--- src/rtl/acq_sequencer.sv ---
// Acquisition run sequencer: counter clear, timed/open-ended operate window, drain, done.
// Optional per-run record limit enabled by defining RECORD_LIMIT_EN.
module acq_sequencer #(
    parameter int unsigned DUR_W        = 32,
    parameter int unsigned CNT_W        = 32,
    parameter int unsigned CLR_CYCLES   = 4,
    parameter int unsigned DRAIN_CYCLES = 8
) (
    input  logic             clk,
    input  logic             reset,
    input  logic             start_req,
    input  logic             stop_req,
    input  logic [DUR_W-1:0] duration,
`ifdef RECORD_LIMIT_EN
    input  logic [CNT_W-1:0] record_limit,
`endif
    input  logic             data_rdy,
    output logic             operate,
    output logic             reset_counter,
    output logic             busy,
    output logic             done,
    output logic [CNT_W-1:0] record_count,
    output logic             count_sat
);

    typedef enum logic [2:0] {
        S_IDLE,
        S_CLEAR,
        S_RUN,
        S_DRAIN,
        S_DONE
    } state_t;

    localparam int unsigned PH_MAX = (CLR_CYCLES > DRAIN_CYCLES) ? CLR_CYCLES : DRAIN_CYCLES;
    localparam int unsigned PH_W   = $clog2(PH_MAX + 1);
    localparam logic [PH_W-1:0]  CLR_LAST   = PH_W'(CLR_CYCLES - 1);
    localparam logic [PH_W-1:0]  DRAIN_LAST = PH_W'(DRAIN_CYCLES - 1);
    localparam logic [CNT_W-1:0] CNT_MAX    = '1;

    state_t           state, state_nx;
    logic [PH_W-1:0]  phase, phase_nx;
    logic [DUR_W-1:0] dur_reg, dur_nx;
    logic [DUR_W-1:0] run_cnt, run_cnt_nx;
    logic [CNT_W-1:0] count_nx;
    logic             sat_nx;
    logic             operate_nx, reset_counter_nx, busy_nx, done_nx;
    logic             counting, run_end, limit_hit;

`ifdef RECORD_LIMIT_EN
    logic [CNT_W-1:0] limit_reg, limit_nx;
`endif

    always_comb begin
        state_nx   = state;
        phase_nx   = phase;
        dur_nx     = dur_reg;
        run_cnt_nx = run_cnt;
        count_nx   = record_count;
        sat_nx     = count_sat;
        limit_hit  = 1'b0;
`ifdef RECORD_LIMIT_EN
        limit_nx   = limit_reg;
`endif

        counting = ((state == S_RUN) || (state == S_DRAIN)) && data_rdy;
        if (counting) begin
            if (record_count != CNT_MAX) begin
                count_nx = record_count + CNT_W'(1);
            end
            if (count_nx == CNT_MAX) begin
                sat_nx = 1'b1;
            end
        end

`ifdef RECORD_LIMIT_EN
        limit_hit = (state == S_RUN) && counting && (limit_reg != '0) && (count_nx == limit_reg);
`endif

        // run_cnt counts completed RUN cycles; the window closes after dur_reg of them
        run_end = (dur_reg != '0) && (run_cnt == dur_reg - DUR_W'(1));

        case (state)
            S_IDLE: begin
                if (start_req) begin
                    state_nx = S_CLEAR;
                    phase_nx = '0;
                    dur_nx   = duration;
                    count_nx = '0;
                    sat_nx   = 1'b0;
`ifdef RECORD_LIMIT_EN
                    limit_nx = record_limit;
`endif
                end
            end
            S_CLEAR: begin
                if (stop_req) begin
                    state_nx = S_DRAIN;
                    phase_nx = '0;
                end else if (phase == CLR_LAST) begin
                    state_nx   = S_RUN;
                    run_cnt_nx = '0;
                end else begin
                    phase_nx = phase + PH_W'(1);
                end
            end
            S_RUN: begin
                if (stop_req || run_end || limit_hit) begin
                    state_nx = S_DRAIN;
                    phase_nx = '0;
                end else begin
                    run_cnt_nx = run_cnt + DUR_W'(1);
                end
            end
            S_DRAIN: begin
                if (phase == DRAIN_LAST) begin
                    state_nx = S_DONE;
                end else begin
                    phase_nx = phase + PH_W'(1);
                end
            end
            S_DONE: begin
                state_nx = S_IDLE;
            end
            default: begin
                state_nx = S_IDLE;
            end
        endcase

        operate_nx       = (state_nx == S_RUN);
        reset_counter_nx = (state_nx == S_CLEAR);
        busy_nx          = (state_nx != S_IDLE);
        // done is issued on the edge that leaves DONE, together with busy falling
        done_nx          = (state == S_DONE);
    end

    always_ff @(posedge clk) begin
        if (reset) begin
            state         <= S_IDLE;
            phase         <= '0;
            dur_reg       <= '0;
            run_cnt       <= '0;
            operate       <= 1'b0;
            reset_counter <= 1'b0;
            busy          <= 1'b0;
            done          <= 1'b0;
            record_count  <= '0;
            count_sat     <= 1'b0;
`ifdef RECORD_LIMIT_EN
            limit_reg     <= '0;
`endif
        end else begin
            state         <= state_nx;
            phase         <= phase_nx;
            dur_reg       <= dur_nx;
            run_cnt       <= run_cnt_nx;
            operate       <= operate_nx;
            reset_counter <= reset_counter_nx;
            busy          <= busy_nx;
            done          <= done_nx;
            record_count  <= count_nx;
            count_sat     <= sat_nx;
`ifdef RECORD_LIMIT_EN
            limit_reg     <= limit_nx;
`endif
        end
    end

endmodule

--- config.mk ---
export PLATFORM = sky130hd
export DESIGN_NAME = acq_sequencer
export DESIGN_NICKNAME = d
export VERILOG_FILES = /design/src/rtl/acq_sequencer.sv
export SDC_FILE = /design/constraint.sdc
export NUM_CORES = 1
export LEC_CHECK = 0
export ABC_AREA = 1
export CAP_MARGIN = 25
export CORE_MARGIN = 2
export CORE_UTILIZATION = 43
export CTS_BUF_LIST = sky130_fd_sc_hd__clkbuf_8
export CTS_CLUSTER_SIZE = 40
export DETAILED_ROUTE_END_ITERATION = 8
export GPL_ROUTABILITY_DRIVEN = 0
export PLACE_DENSITY_LB_ADDON = 0.08
export RECOVER_POWER = 25
export SLEW_MARGIN = 20
export SYNTH_ARGS = -nofsm -noshare
export SYNTH_HDL_FRONTEND = slang
export SYNTH_SLANG_ARGS = --single-unit
--- constraint.sdc ---
create_clock -name clk -period 2.5 [get_ports clk]
set_clock_uncertainty 0.15 [all_clocks]
set_input_delay 0.5 -clock clk [delete_from_list [all_inputs] [get_ports clk]]
set_output_delay 0.5 -clock clk [all_outputs]
set_load 0.02 [all_outputs]
Figure 1. Routed metal per tile.
Scale bar: 50 um. The die is cut into 28 by 28 equal tiles; dark blue is low, red is high, scaled to the fullest tile. Values are wire area over tile area, all layers added.
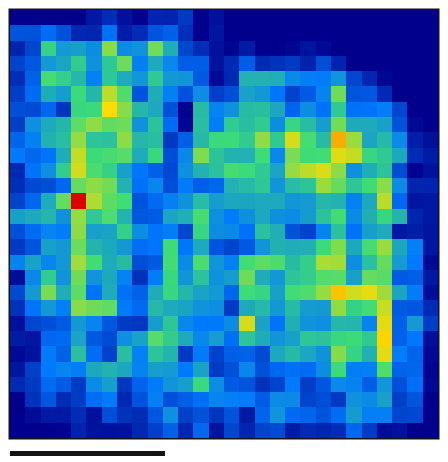
fullest tile: 0.73
nearly empty tiles: 11%
tiles over half the peak: 13%
emptiest ninth of the die: upper right
Total Routing Usage GR: 25.9%
drt total wl: 24100 um
Vias: 8319

Figure 2. Sequential cells colored by netlist name.
Scale bar: 50 um.
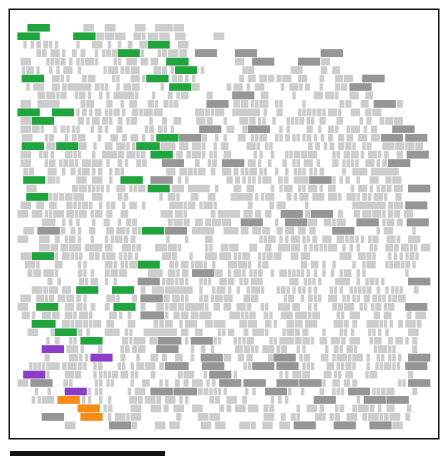
legend:
  green:
    netlist_name: record_count
    sequential_cells: 32
  orange:
    netlist_name: state
    sequential_cells: 3
  purple:
    netlist_name: phase
    sequential_cells: 4
    where: lower left
sequential power: 0.00203 W
register area: 2170 sq um
fraction of area in registers: 21.3%

Figure 3. Routing congestion.
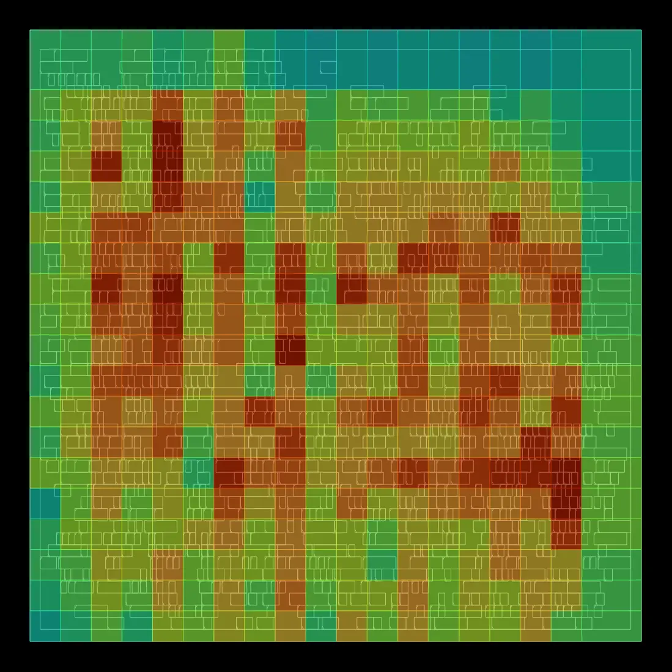
M1 GR Usage: 31.5%
GR Util met3: 3.16%
met2 Use GR: 45.3%
busiest grt layer: met2
Util after Layout: 58.7%

-- cell families after synthesis --
family / synth area share (%)
XOR/XNOR: 8.78
AND/OR/NAND/NOR: 38.8
AND-OR/OR-AND: 13.2
buffers and inverters: 10.3
flip-flops: 28.2
adder cells (fa/ha/maj): 0.652
-- worst paths after layout --
kind | endpoint
max | run_cnt[3]$_SDFFE_PP0P_
min | dur_reg[0]$_SDFFE_PP0P_
max reg2reg | run_cnt[3]$_SDFFE_PP0P_
min reg2reg | count_sat$_SDFF_PP0_
-- power by group through the flow --
stage	Sequential, W	Combinational (W)	Clock, W
3_3_place_gp	0.00206	0.00210	0
4_1_cts	0.00203	0.00219	0.00128
2_1_floorplan	0.00209	0.00124	0
5_1_grt	0.00205	0.00258	0.00133
3_5_place_dp	0.00206	0.00212	0
6_report	0.00203	0.00233	0.00123
-- worst max-delay path: cells and delay by family (launching register included) --
kind            cells  cell delay, ns
compound gates      1            0.10
flops               1            0.38
simple gates       16            1.63
buf+inv             2            0.29
-- stage by stage --
step | setup slack, ns | utilization [%]
after floorplan | 0.114 | -
after global placement | -0.205 | 55.1
after detailed placement | -0.235 | 55.1
after CTS | -0.0463 | 56.8
after global routing | -0.275 | 58.7
final | -0.128 | 58.7
-- cell usage in the layout, fill, tap and decap left out, types with 8 or more instances in the layout --
master           synthesis  layout
nand2_2                 32      36
inv_2                    5       8
nand2_1                259     245
nand4_1                 19      19
clkdlybuf4s50_1          0      72
xnor2_1                 24      24
o21ai_0                 70      68
nor2_1                 209     190
dfxtp_1                108     102
a21oi_1                 49      46
o21bai_1                 9       8
xor2_1                  53      52
clkbuf_8                 0       9
nand3b_1                 9       9
nand2_4                  1      11
a21oi_2                 29      32
nor3_1                  36      29
nor2_4                   5      10
nor2_2                   9      23
nor4_1                   9       9
nand3_1                 74      68
inv_1                  143     140
buf_4                    3     136
-- final cells by class --
| cell class | instances | area share [%] |
|---|---|---|
| Clock buffer | 9 | 1.22 |
| Inverter | 150 | 5.53 |
| Tap cell | 225 | 2.76 |
| Multi-Input combinational cell | 924 | 49.2 |
| Timing Repair Buffer | 221 | 19.1 |
| Sequential cell | 108 | 21.3 |
| Clock inverter | 6 | 0.921 |
-- cells in the mapped netlist (2+ instances only) --
cell | n | area, sq um
ha_1 | 4 | 50.1
buf_12 | 3 | 60.1
nor4_1 | 9 | 56.3
nand2_2 | 32 | 200
nor3_1 | 36 | 180
buf_1 | 3 | 11.3
nand4_1 | 19 | 119
xor2_1 | 53 | 464
nor2_2 | 9 | 56.3
a21o_1 | 2 | 15.0
nor2_1 | 209 | 785
o21bai_1 | 9 | 67.6
nor2_4 | 5 | 56.3
clkbuf_1 | 35 | 131
a21oi_2 | 29 | 254
clkinv_1 | 2 | 7.51
dfxtp_1 | 108 | 2160
inv_2 | 5 | 18.8
inv_1 | 143 | 537
nand3_1 | 74 | 370
o21ai_0 | 70 | 350
nand2_1 | 259 | 972
a21oi_1 | 49 | 245
o211ai_1 | 7 | 52.6
buf_4 | 3 | 22.5
nand3b_1 | 9 | 67.6
xnor2_1 | 24 | 210
or2_2 | 4 | 25.0
==> flow_metrics.env <==
# yosys + openroad results
export IMPL_edf_count=0
export IMPL_clock_latency_ns=0.40
export IMPL_powerDensity_nw_per_um2=549
export IMPL_violations="negative setup slack"
export IMPL_num_antenna_cells=0
export IMPL_p_leak_nw=4.27
export IMPL_hold_viol=0
export IMPL_r2r_slack_ns=-0.13
export IMPL_yosysUniqueCellTypes=41
export IMPL_synth_stat_cells=1227
export IMPL_switching_share_pct=38.5
export IMPL_setup_viol=36
export IMPL_drc=0
export IMPL_setup_slack_ns=-0.128
export IMPL_timing_critical_path_from="dur_reg[16]$_SDFFE_PP0P_"
export IMPL_io_buffers=73
export IMPL_yosys_area_sq_um=7680
export IMPL_fp_coreArea_sq_um=17400
export IMPL_cts_root_buf="clkbuf_8"
export IMPL_cts_resized=22
export IMPL_cp_cell_sequence="nor2_2 > buf_4 > nand2_1 > nor2_2 > nand3_1 > nand2_1 > nand2_1 > nand2_1 > nand2_1 > nor2_1 > nand2_1 > nor2_2 > nand2_2 > nand3_2 > nand2_4 > nand2_8 > clkbuf_16 > nand2_2 > a21oi_2"
export IMPL_rsz0062_at_grt="true"
export IMPL_power_w=0.00559
export IMPL_layout_cell_area_non_filler_sq_um=10200
export IMPL_drive_gt1_share_pct=22.4
export IMPL_avgSynthCellArea_sq_um=6.26
export IMPL_grt_pass1_vias=7757
export IMPL_fill_cells=1767
export IMPL_met3_length_um=891
export IMPL_fin_crit_sh_pct=105
export IMPL_syn_cell_area_sq_um=7680
export IMPL_netlist_instances=1227
export IMPL_p_switching_w=0.00215
export IMPL_pin_count=74
export IMPL_drv_cap=0
export IMPL_clock_path_buffers=2
export IMPL_mi_logic_area_sq_um=5010
export IMPL_grt_pass1_wl_um=38400
export IMPL_ff_type="dfxtp_1"
export IMPL_dp_hpwl_um=18600
export IMPL_worstSetupPathType="reg -> reg"
export IMPL_dp_cells=1620
export IMPL_numClockSinks=108
export IMPL_antenna_left=0
export IMPL_routed_top_layer="met4"
export IMPL_cts_htree_levels=3
export IMPL_status="finished, violations left"
Power figures rest on the tool's default switching activity, not on a simulated workload.
